==> run_1/placement_by_type.png <==
The bar under the picture is 20 um long. Fill, decap, tap and diode cells in gray.
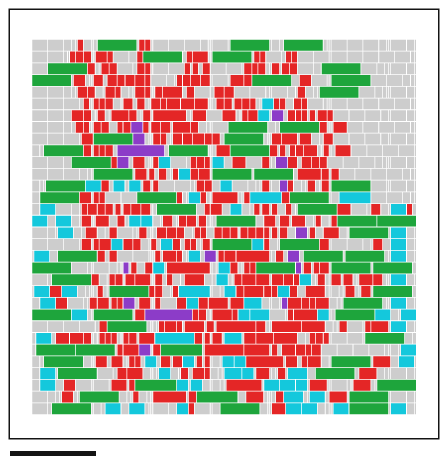
==> run_1/metal_density.png <==
20 x 20 tiles, from black (low) to pale yellow (high), scaled to the fullest tile. Values are wire area over tile area, all layers added.
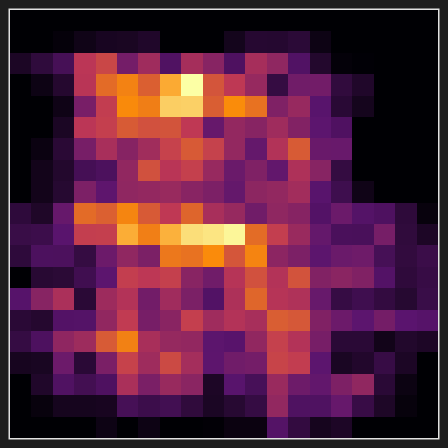
==> run_1/layer_met1.png <==
Supply wires on this layer in gray.
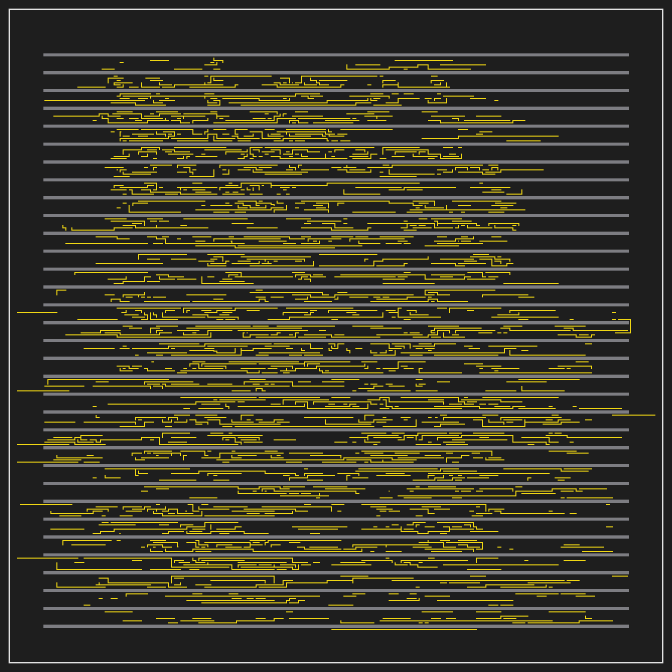
Design ps2_mouse_init, sky130hd; sources not shown.
==> metrics.cfg, run 1 <==
[run_status]
status=completed

[final_layout]
final-clk-cell-share_pct=2.999
nonClkBufAreaFrac_pct=14.85
lay_top_cells=dfrtp_1 (63), nand2_1 (54), nor2_1 (49)
combGateArea_mm2=0.002316
signal_buffers=78
largest_reg_flops=26
regArea_mm2=0.001655
inv_count=13
comb_cells=364
comb_area_share_pct=45.87

[synth]
synth.top_cell.area_share_pct=41.42
netlist_area_mm2=0.003988
synth_cell_type_count=62
synthCells=461
ys.flops=66
top_cells_by_area=dfrtp_1 (41%), o21ai_0 (5.1%), nand2_1 (5.1%)

[final_timing]
period_used_pct=87.33
tns_ps=0
finalWorstSetupSlack_ps=357.3

[worst_setup_path]
cp.depth=7
slowest_delay_ps=520
cp.required_ps=3120
crit_chain=nor4b_1 -> nand4b_1 -> nor4_4 -> nor2_1 -> buf_4 -> a311oi_1 -> o21ai_0
path_max_fanout=9
crit_type=flop to flop
crit_family=simple AND/OR/NAND/NOR gates

[flow_run]
warning_count=31

[global_routing]
grt-busiest-layer=met2

[power_and_ir_drop]
power_density_mw_per_mm2=762.8
p_leak_nw=2.081
peakVddDrop_mv=0.4699

[placement]
place_area_mm2=0.004633

[floorplanning]
die-width_um=99.31

[clocking]
clk_path_buf_depth=2
clock.latency.late_pin_ps=420
numCtsBuffers=9

[detailed_routing]
avgViaCountPerCell=6.202

Notes on placement_by_type.png above:
class	color	cells	share of their area
clock drivers and dummy loads	purple	16	3.1%
other buffers and delay cells	cyan	78	15%
combinational and other logic	red	377	48%
flops	green	66	34%
site row count: 32
Final Util: 65.00%
Std-Cell Core Area: 0.007767 mm2
sequential share of cell area: 32.79%
final instance area: 0.005049 mm2

Notes on metal_density.png above:
tiles over half the peak	16%
mean over tiles	0.19
nearly empty tiles	21%
densest ninth of the die	center
Global Route Usage Sum: 23.04%
WL per Instance: 17.71 um
drt total wl: 11.32 mm

Notes on layer_met1.png above:
share of all routed wire	46%
longest straight run	26.2 um
main direction	horizontal
wire length on this layer	5210 um
nets with wire on the layer	517
routing usage on met1: 32.44%
vias: 3963

==> run 1: cell families (layout without fill, tap and decap cells) <==
kind of cell	after synthesis	in the layout	synth area share [%]
flip-flops	66	66	41.42
AND-OR/OR-AND	151	151	25.39
multiplexers	11	11	3.012
buffers and inverters	31	107	3.546
adder cells (fa/ha/maj)	7	7	2.196
AND/OR/NAND/NOR	195	195	24.44
==> run 1: where the power goes <==
part / internal (W) / switching (W) / total, W / leakage, nW
sequential: 0.00107 / 0.000179 / 0.00125 / 0.861
combinational: 0.000853 / 0.00105 / 0.00190 / 1.14
clock: 0.000349 / 0.000357 / 0.000707 / 0.0784
==> run 1: layer usage <==
layer  routed length, um  part of all wire (%)
met1                5205                    46
met2                5041                    45
met3                 893                   7.9
met4                 177                   1.6
met5                   0                     0
## Run 2: what changed since run 1
CTS_CLUSTER_SIZE = 14   (was default)
SLEW_MARGIN = 10   (was 20)
==> run_2/wires.png <==
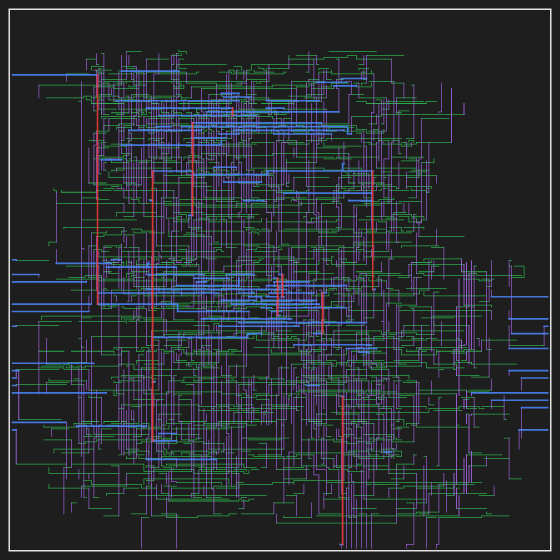
layer	color	wire length
metal 4	red	178 um
metal 3	blue	894 um
metal 1	green	5210 um
metal 2	purple	5040 um

==> metrics.cfg, run 2 <==
[worst_setup_path]
path_max_fanout=9
crit_chain=nor4b_1 -> nand4b_1 -> nor4_4 -> nor2_1 -> buf_4 -> a311oi_1 -> o21ai_0
crit_family=simple AND/OR/NAND/NOR gates
slowest_delay_ps=520
cp.depth=7
critPathLaunchType=flop
cp.required_ps=3120
crit_type=flop to flop
cp-end-kind=flop

[detailed_routing]
avgViaCountPerCell=6.202
wl_met3_um=893
met1_length_mm=5.205
vias=3963
dr.first_iter.drc_count=311
wl_mm=11.32
top_layer_used=met4
wl_met2_mm=5.041
wl_per_cell_um=17.71

[synth]
synthTopCellsByCount=dfrtp_1 (66), nand2_1 (54), nor2_1 (50)
largest_area_cell=dfrtp_1
netlist_area_mm2=0.003988
synthCells=461
synth_cell_type_count=62
synth_seq_share_pct=41.42
synth_top_cell_by_count=dfrtp_1
top_cells_by_area=dfrtp_1 (41%), o21ai_0 (5.1%), nand2_1 (5.1%)
ys.flops=66
synth.top_cell.area_share_pct=41.42

[clocking]
numCtsBuffers=9
clock.latency.late_pin_ps=420
cts_tree=yes
clk_path_buf_depth=2

[global_routing]
grt_pass1_wl_mm=18.46
grt_use_met1_pct=32.44
grt-busiest-layer=met2
track_usage_pct=23.04
grt_util_met2_pct=34.35

[final_layout]
final-clk-cell-share_pct=2.999
seq_cell_count=66
largest_reg_flops=26
combGateArea_mm2=0.002316
fin_util_pct=65.00
lay_top_cells=dfrtp_1 (63), nand2_1 (54), nor2_1 (49)
inv_count=13
comb_cells=364
nonClkBufAreaFrac_pct=14.85
signal_buffers=78
seq_share_pct=32.79
regArea_mm2=0.001655
design_area_mm2=0.005049
final_common_cell=dfrtp_1
comb_area_share_pct=45.87

[power_and_ir_drop]
peakVddDrop_mv=0.4699
power_density_mw_per_mm2=762.8
p_leak_nw=2.081

[placement]
place_area_mm2=0.004633

[floorplanning]
floorplan.rows=32
dieArea_mm2=0.009861
die-width_um=99.31
core_area_mm2=0.007767

[final_timing]
holdWs_ps=500.2
slew_viol_final=0
hold_viol=0
finalWorstSetupSlack_ps=357.3
tns_ps=0
period_used_pct=87.33

[run_status]
status=completed

[hold_path]
hold_path_depth=1

[flow_run]
warning_count=31

==> run_2/layer_met1.png <==
Supply wires on this layer in gray.
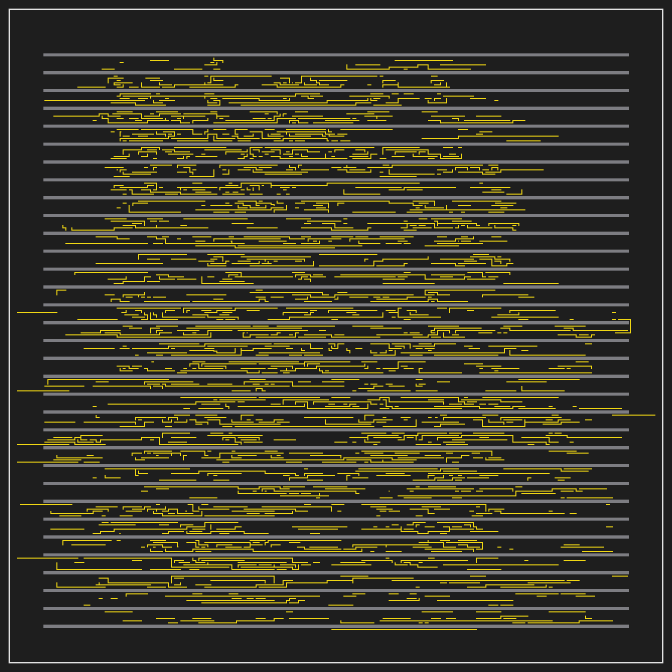
longest straight run	26.2 um
share of all routed wire	46%
nets with wire on the layer	517
wire length on this layer	5210 um
main direction	horizontal

==> run 2: cell counts in the layout (fill, tap and decap cells not counted) <==
Identical to the previous run, type by type.
==> run 2: what timing repair did <==
action	CTS	global route
buffers inserted	2	9
endpoints found under the hold margin	0	0
endpoints found under the setup margin	42	47
resized	4	27
pin swaps	1	8
gates cloned	0	1
==> run 2: kinds of logic after synthesis <==
family	Yosys count	synth area share, %
AOI/OAI and AO/OA	151	25.39
buffers and inverters	31	3.546
DFF	66	41.42
muxes	11	3.012
adders and majority gates	7	2.196
and+or+nand+nor	195	24.44
==> run 2: report_power, final <==
part,switching [W],internal (W),total (W)
Clock,0.000357,0.000349,0.000707
Combinational,0.00105,0.000853,0.00190
Sequential,0.000179,0.00107,0.00125
Power is estimated from default activity; no workload was simulated.
